**src/rtl/btn_debounce_pulse.sv**
```systemverilog
// Push-button synchronizer, debouncer and press/release strobe generator.
// Optional auto-repeat of the press strobe while held: define BTN_AUTOREPEAT_EN.
module btn_debounce_pulse #(
    parameter int SYNC_STAGES     = 2,
    parameter int DEBOUNCE_CYCLES = 1000000,
    parameter int CNT_WIDTH       = 20,
    parameter int REPEAT_DELAY    = 50000000,
    parameter int REPEAT_PERIOD   = 10000000
) (
    input  logic i_clk,
    input  logic i_reset,
    input  logic i_btn,
    output logic o_btn_level,
    output logic o_press_pulse,
    output logic o_release_pulse
);

    typedef enum logic [1:0] {
        IDLE_LOW,
        WAIT_HIGH,
        HELD_HIGH,
        WAIT_LOW
    } state_t;

    localparam logic [CNT_WIDTH-1:0] CNT_LAST = CNT_WIDTH'(DEBOUNCE_CYCLES - 1);
    localparam logic [CNT_WIDTH-1:0] CNT_ONE  = CNT_WIDTH'(1);

    if (SYNC_STAGES < 2 || SYNC_STAGES > 4 || DEBOUNCE_CYCLES < 2 ||
        (64'(1) << CNT_WIDTH) <= 64'(DEBOUNCE_CYCLES) ||
        REPEAT_PERIOD < 1 || REPEAT_PERIOD > REPEAT_DELAY) begin : g_bad_param
        $error("btn_debounce_pulse: illegal parameter combination");
    end

    logic [SYNC_STAGES-1:0] sync_q;
    logic                   s;
    state_t                 state_q, state_d;
    logic [CNT_WIDTH-1:0]   cnt_q, cnt_d;
    logic                   level_d, press_d, release_d;
    logic                   rep_fire;
    logic                   cnt_done;

    always_ff @(posedge i_clk) begin
        if (i_reset) begin
            sync_q <= '0;
        end else begin
            sync_q <= {sync_q[SYNC_STAGES-2:0], i_btn};
        end
    end

    assign s        = sync_q[SYNC_STAGES-1];
    assign cnt_done = (cnt_q == CNT_LAST);

`ifdef BTN_AUTOREPEAT_EN
    localparam int REP_W = $clog2(REPEAT_DELAY + 1);
    localparam logic [REP_W-1:0] REP_LAST = REP_W'(REPEAT_DELAY - 1);
    // After a strobe, rewind so the next one lands REPEAT_PERIOD cycles later.
    localparam logic [REP_W-1:0] REP_REWIND = REP_W'(REPEAT_DELAY - REPEAT_PERIOD);

    logic [REP_W-1:0] rep_q, rep_d;

    assign rep_fire = (rep_q == REP_LAST);

    always_comb begin
        rep_d = rep_q;
        unique case (state_q)
            HELD_HIGH: begin
                if (s) begin
                    rep_d = rep_fire ? REP_REWIND : rep_q + REP_W'(1);
                end
            end
            WAIT_LOW: rep_d = rep_q;
            default:  rep_d = '0;
        endcase
    end

    always_ff @(posedge i_clk) begin
        if (i_reset) begin
            rep_q <= '0;
        end else begin
            rep_q <= rep_d;
        end
    end
`else
    assign rep_fire = 1'b0;
`endif

    always_comb begin
        state_d   = state_q;
        cnt_d     = cnt_q;
        level_d   = o_btn_level;
        press_d   = 1'b0;
        release_d = 1'b0;
        unique case (state_q)
            IDLE_LOW: begin
                level_d = 1'b0;
                if (s) begin
                    state_d = WAIT_HIGH;
                    cnt_d   = CNT_ONE;
                end
            end
            WAIT_HIGH: begin
                if (!s) begin
                    state_d = IDLE_LOW;
                    cnt_d   = '0;
                end else if (cnt_done) begin
                    state_d = HELD_HIGH;
                    level_d = 1'b1;
                    press_d = 1'b1;
                    cnt_d   = '0;
                end else begin
                    cnt_d = cnt_q + CNT_ONE;
                end
            end
            HELD_HIGH: begin
                level_d = 1'b1;
                if (!s) begin
                    state_d = WAIT_LOW;
                    cnt_d   = CNT_ONE;
                end else begin
                    press_d = rep_fire;
                end
            end
            WAIT_LOW: begin
                if (s) begin
                    state_d = HELD_HIGH;
                    cnt_d   = '0;
                end else if (cnt_done) begin
                    state_d   = IDLE_LOW;
                    level_d   = 1'b0;
                    release_d = 1'b1;
                    cnt_d     = '0;
                end else begin
                    cnt_d = cnt_q + CNT_ONE;
                end
            end
            default: begin
                state_d = IDLE_LOW;
                cnt_d   = '0;
                level_d = 1'b0;
            end
        endcase
    end

    always_ff @(posedge i_clk) begin
        if (i_reset) begin
            state_q         <= IDLE_LOW;
            cnt_q           <= '0;
            o_btn_level     <= 1'b0;
            o_press_pulse   <= 1'b0;
            o_release_pulse <= 1'b0;
        end else begin
            state_q         <= state_d;
            cnt_q           <= cnt_d;
            o_btn_level     <= level_d;
            o_press_pulse   <= press_d;
            o_release_pulse <= release_d;
        end
    end

endmodule

```
**config.mk**
```make
export PLATFORM = sky130hd
export DESIGN_NAME = btn_debounce_pulse
export DESIGN_NICKNAME = d
export VERILOG_FILES = /design/src/rtl/btn_debounce_pulse.sv
export SDC_FILE = /design/constraint.sdc
export NUM_CORES = 1
export LEC_CHECK = 0
export CELL_PAD_IN_SITES_DETAIL_PLACEMENT = 0
export CELL_PAD_IN_SITES_GLOBAL_PLACEMENT = 1
export CORE_MARGIN = 2
export CORE_UTILIZATION = 41
export DETAILED_ROUTE_END_ITERATION = 8
export PLACE_DENSITY = 0.83
export REMOVE_ABC_BUFFERS = 1
export SYNTH_ARGS = -nofsm -noshare
export SYNTH_HDL_FRONTEND = slang
export SYNTH_SLANG_ARGS = --single-unit
```
**constraint.sdc**
```tcl
create_clock -name i_clk -period 2.1 [get_ports i_clk]
set_clock_uncertainty 0.1 [all_clocks]
set_input_delay 0.21 -clock i_clk [delete_from_list [all_inputs] [get_ports i_clk]]
set_output_delay 0.21 -clock i_clk [all_outputs]
set_load 0.01 [all_outputs]
```
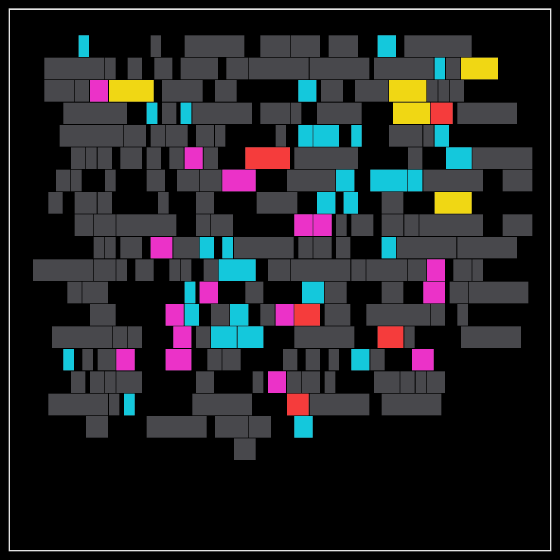
run_1/gates.png
[fa/ha/maj cells] yellow | cells: 5 | most used: ha_1
[non-inverting ao/oa cells] red | cells: 5
[nor cells] cyan | cells: 30 | most used: nor2_1
[and/or cells] magenta | cells: 16 | most used: or3_1

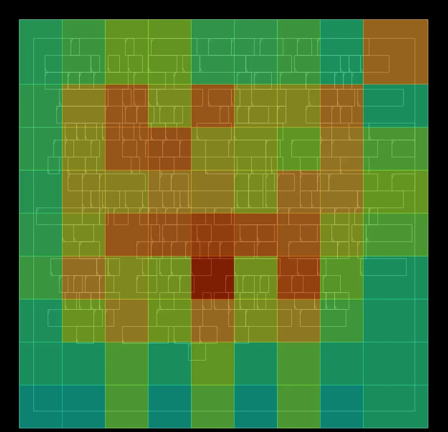
run_1/congestion_map.png
met2 Use GR: 34.2%
Avg WL per Cell: 16.4 um
GRT Total Usage: 21.4%

==> run summary, run 1 <==
Implementation numbers.

- The highest clock frequency the design can meet is 496 MHz.
- The initial antenna violation count came to 0.
- In this run the horizontal extent of the chip is 65.6 um.
- The die covers 4300 um2.
- The count of hold buffers inserted by post-cts repair is 0.
- Per the CTS log, the buffer count on the longest clock path is 2.
- The ratio of routed vias to standard cells is 5.97.
- The iteration tally of the first detailed-router pass is 4.
- The HPWL after detailed placement is approximately 3000 um.
- At the pin with the least slew margin, the transition time is between 500 and 600 ps.
- Counting the warning lines in the Yosys log gives 0.
- The first global-routing pass estimated 7110 um of wire.
- The remaining number of nets flagged by the antenna check after routing is 0.
- The total area of sequential cells is 544 um2.
- The placeable core area is about 3700 um2.
- Looking at the clock tree report, the H-tree level count equals 1.
- The clock-pin slew on the worst setup and hold paths is 90 ps.
- The detailed router reports a met2 wire length of 2000 um.
- The final max-slew violation count recorded for this run is 0.
- For reference, the top logic cell family by area is simple AND/OR/NAND/NOR gates.
- At the floorplan stage, the core utilization is reported as 42.5%.
- The tree is rooted in a sky130_fd_sc_hd__clkbuf_8.
- After Yosys synthesis, AND-OR and OR-AND compound gates account for 18.6% of the synthesized area.
- The run finished with clean final reports.
- The detailed-routed wire length on met3 is 229 um.
- For this design the top-level I/O count stands at 6.
- Sequential elements use 34.8% of the synthesized area.
- Clock tree synthesis found a total of 27 sinks.
- The final number of hold-violating endpoints is 0.
- After synthesis the cells add up to 1560 um2.
- The highest routed metal layer is met4.
- The violation tally recorded at the end of detailed-routing iteration 0 is 98.
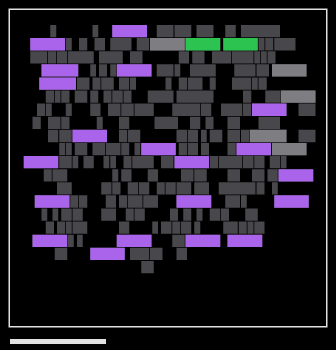
run_1/ff_map.png
The bar under the picture is 20 um long. Other sequential cells in the stronger gray, the rest of the logic in the fainter gray.
[`cnt_q`] purple | flops: 20
[`sync_q`] green | flops: 2
not colored: 5

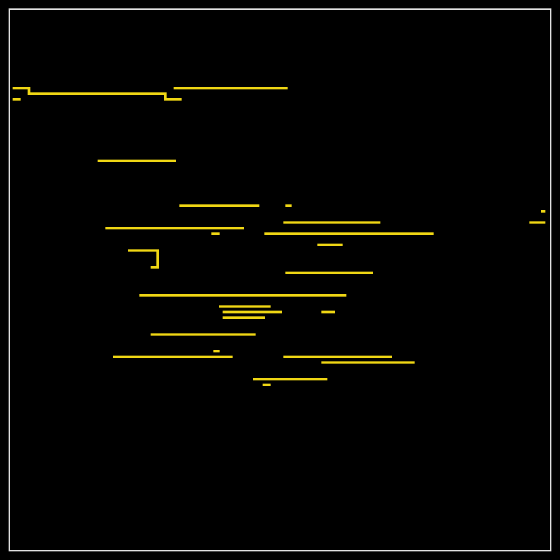
run_1/m3.png
wire length on this layer: 229 um
nets with wire on the layer: 20
share of all routed wire: 5.4%
main direction: horizontal
longest straight run: 24.8 um

==> run 1: per-stage QoR <==
| stage | power, uW | util (%) | worst slack, ps | area [um2] |
|---|---|---|---|---|
| finish | 1020 | 51.0 | 84.5 | 1870 |
| global route | 1060 | 51.0 | 13.1 | 1870 |
| global placement | 698 | 47.4 | 69.3 | 1740 |
| detailed placement | 702 | 47.4 | 8.41 | 1740 |
| CTS | 1010 | 49.2 | 0.933 | 1800 |
| floorplan | 631 | - | -149 | 1510 |
==> run 1: critical path: stages, from the launching register on <==
cell and delay [ps]:
sky130_fd_sc_hd__dfxtp_2 340, sky130_fd_sc_hd__ha_2 190, sky130_fd_sc_hd__nand4_2 120, sky130_fd_sc_hd__or4_4 570, sky130_fd_sc_hd__o21a_4 270, sky130_fd_sc_hd__a221oi_1 240
sky130_fd_sc_hd__nor3_1 80
==> run 1: final cells by class <==
| class | instances | share of cell area, % |
|---|---|---|
| timing repair buffer | 23 | 10.1 |
| clock buffer | 4 | 2.41 |
| tap | 48 | 3.22 |
| sequential | 27 | 29.2 |
| inverter | 7 | 1.41 |
| multi-input combinational | 149 | 53.7 |
==> run 1: final timing paths <==
kind / startpoint / end / slack, ps / cells after the start
min reg2reg: sync_q[0] / sync_q[1] / 350 / 1
min: sync_q[0] / sync_q[1] / 350 / 1
max: cnt_q[0] / cnt_q[6] / 80 / 6
max reg2reg: cnt_q[0] / cnt_q[6] / 80 / 6
==> run 1: state kept, by name, summed over array words and instances, names as in the netlist, named ones only <==
register and cells:
o_press_pulse 1, o_release_pulse 1, sync_q 2, o_btn_level 1, state_q 1, cnt_q 20
==> run 1: power by group <==
group	leakage (uW)	internal, uW	switching, uW
clock	0.0000228	136	167
combinational	0.000351	65.7	113
sequential	0.000220	524	10.5
==> inputs of run 2 (changes only) <==
--- a/config.mk
+++ b/config.mk
@@ -12,6 +12,7 @@
 export DETAILED_ROUTE_END_ITERATION = 8
 export PLACE_DENSITY = 0.83
 export REMOVE_ABC_BUFFERS = 1
+export SKIP_CTS_REPAIR_TIMING = 1
 export SYNTH_ARGS = -nofsm -noshare
 export SYNTH_HDL_FRONTEND = slang
 export SYNTH_SLANG_ARGS = --single-unit
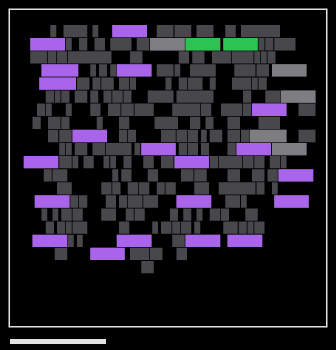
run_2/ff_map.png
The bar under the picture is 20 um long. Other sequential cells in the stronger gray, the rest of the logic in the fainter gray.
[`cnt_q`] purple | flops: 20
[`sync_q`] green | flops: 2

==> run 2 against run 1 <==
Effect of this change:
- critical path type unchanged
- register-to-register slack is essentially flat
- synthesized cell count is the same
- global-route usage shrank 0.18 points
- total power grew 0.89%
- clock power grew 2%
- sequential share of layout area is essentially flat
- highest routed layer unchanged
- first-iteration DRC count shrank 11%
- via count grew 0.45%
- worst hold slack is essentially flat
- count of clock-buffer cells in the layout is the same
- largest cell class unchanged
- critical endpoint is now state_q[0]
- utilization grew 0.068 points
==> run summary, run 2 <==
Implementation numbers.

- The run finished with clean final reports.
- The ratio of routed vias to standard cells is 6.02 (+0.85%).
- The global-route wire length before repair came to 7060 um (-0.69%).
- The type of origin of the critical path is a flop.
- The smallest setup slack after layout came to 94.7 ps (+10.3 ps).
- The maximum level of the CTS H-tree is 1 (unchanged).
- The first-iteration detailed-routing DRC count is 87 (-11%).
- The post-synthesis instance area is 1560 um2 (unchanged).
- The boundary pin count is 6 (unchanged).
- The flip-flop count of the largest register, all copies and words added was 20 (unchanged).
- The largest registers in the layout are cnt_q x20, sync_q x2.
- The initial antenna violation count is 0 (unchanged).
- The data required time reported for the critical path is 2180 ps.
- The warning count from the yosys run is 0 (unchanged).
- The initial cell density of the core is 42.5% (unchanged).
- The highest fanout seen on the critical path is 8.
- The final number of hold-violating endpoints is 0 (unchanged).
- The instance area at placement is 1740 um2 (unchanged).
- The met3 track utilization from global routing is 4.28%.
- The worst-case setup slack after placement came to 8.41 ps (unchanged).
- The iteration tally of the first detailed-router pass is 4 (unchanged).
- The chip width is 65.6 um (unchanged).
- The highest clock frequency the design can meet came to 499 MHz (+0.51%).
- The post-route cell area is 1870 um2 (+0.13%).
- The met2 usage in global routing is 33.8% (-0.38 points).
- The layer flagged by global routing as most heavily used is met2.
- The total die size is 4300 um2 (unchanged).
- The sequential element share of the synthesized area is 34.8% (unchanged).
- The core occupancy in the finished layout was 51.1% (+0.068 points).
- The placeable core area was 3660 um2 (unchanged).
- The final-report max-slew violation count came to 0 (unchanged).
- The clock network latency to the later pin of the worst-skew pair is 290 ps.
- TritonCTS built the clock tree.
- The detailed placer's ending HPWL is 3010 um (unchanged).
- For reference, the top cells by count after synthesis are 27 x sky130_fd_sc_hd__dfxtp_1, 20 x sky130_fd_sc_hd__nand2_1, 15 x sky130_fd_sc_hd__nand3_1.
- The maximum number of buffers from clock root to sink is 2 (unchanged).
- The tree is rooted in a sky130_fd_sc_hd__clkbuf_8.
- The routed wire length per instance is 16.5 um (+0.51%).
- The overall routing resource usage is 21.3% (-0.18 points).
- The total via count after detailed routing is 1546.
- The pin slew with the least headroom to its limit was 511 ps (-11.4 ps).
- The clock-pin slew on the worst setup and hold paths was 90 ps (about the same).
- The setup slack of the most critical reg-to-reg path was 90 ps (about the same).
- The register with the most flip-flops is cnt_q.
- The power consumption was 1030 uW (+0.89%).
- The antenna cell count is 0.
- The number of sinks on the clock net is 27 (unchanged).
- The remaining number of nets flagged by the antenna check after routing is 0 (unchanged).
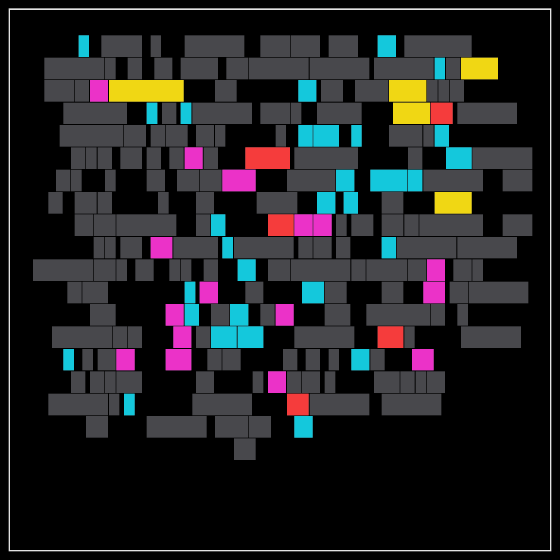
run_2/gates.png
[non-inverting ao/oa cells] red | cells: 5
[fa/ha/maj cells] yellow | cells: 5 | most used: ha_1
[and/or cells] magenta | cells: 16 | most used: or3_1
[nor cells] cyan | cells: 30 | most used: nor2_1

run 2: final timing paths:
path,end,cells past startpoint,from
max,state_q[0],6,cnt_q[0]
min,sync_q[1],1,sync_q[0]
max reg2reg,state_q[0],6,cnt_q[0]
min reg2reg,sync_q[1],1,sync_q[0]
run 2: layout make-up:
class	count	area, um2
repair buffers	22	181
well taps	48	60.1
flip-flops and latches	27	544
multi-input cells	149	1010
fillers	354	1790
clock buffers	4	45.0
inverters	7	26.3
run 2: report_power, final:
group / leakage (uW) / internal (uW) / switching [uW] / total, uW
logic: 0.000350 / 66.6 / 113 / 180
registers: 0.000220 / 525 / 12.0 / 536
clock network: 0.0000228 / 137 / 173 / 310
run 2: worst max-delay path, stage by stage, from the launching register on:
cell,delay (ps)
sky130_fd_sc_hd__dfxtp_2,360
sky130_fd_sc_hd__ha_4,140
sky130_fd_sc_hd__nand4_2,110
sky130_fd_sc_hd__or4_4,570
sky130_fd_sc_hd__o21a_4,300
sky130_fd_sc_hd__nor4_2,240
sky130_fd_sc_hd__nor3_1,70
run 2: cells by family after synthesis:
logic type	Yosys count	synth area share [%]
XOR/XNOR	1	0.563
AND/OR/NAND/NOR	95	34.3
buffers and inverters	16	4.42
flip-flops	27	34.8
multiplexers	5	3.38
AND-OR/OR-AND	42	18.6
adder cells (fa/ha/maj)	5	4.02
run 2: routing by layer:
layer / routed length (um) / vias to the layer above
li1: - / 752
met3: 194 / 7
met5: 0 / -
met2: 2000 / 33
met1: 2010 / 754
met4: 46 / 0
No activity file was given, so power comes from the tool's default toggle rates.
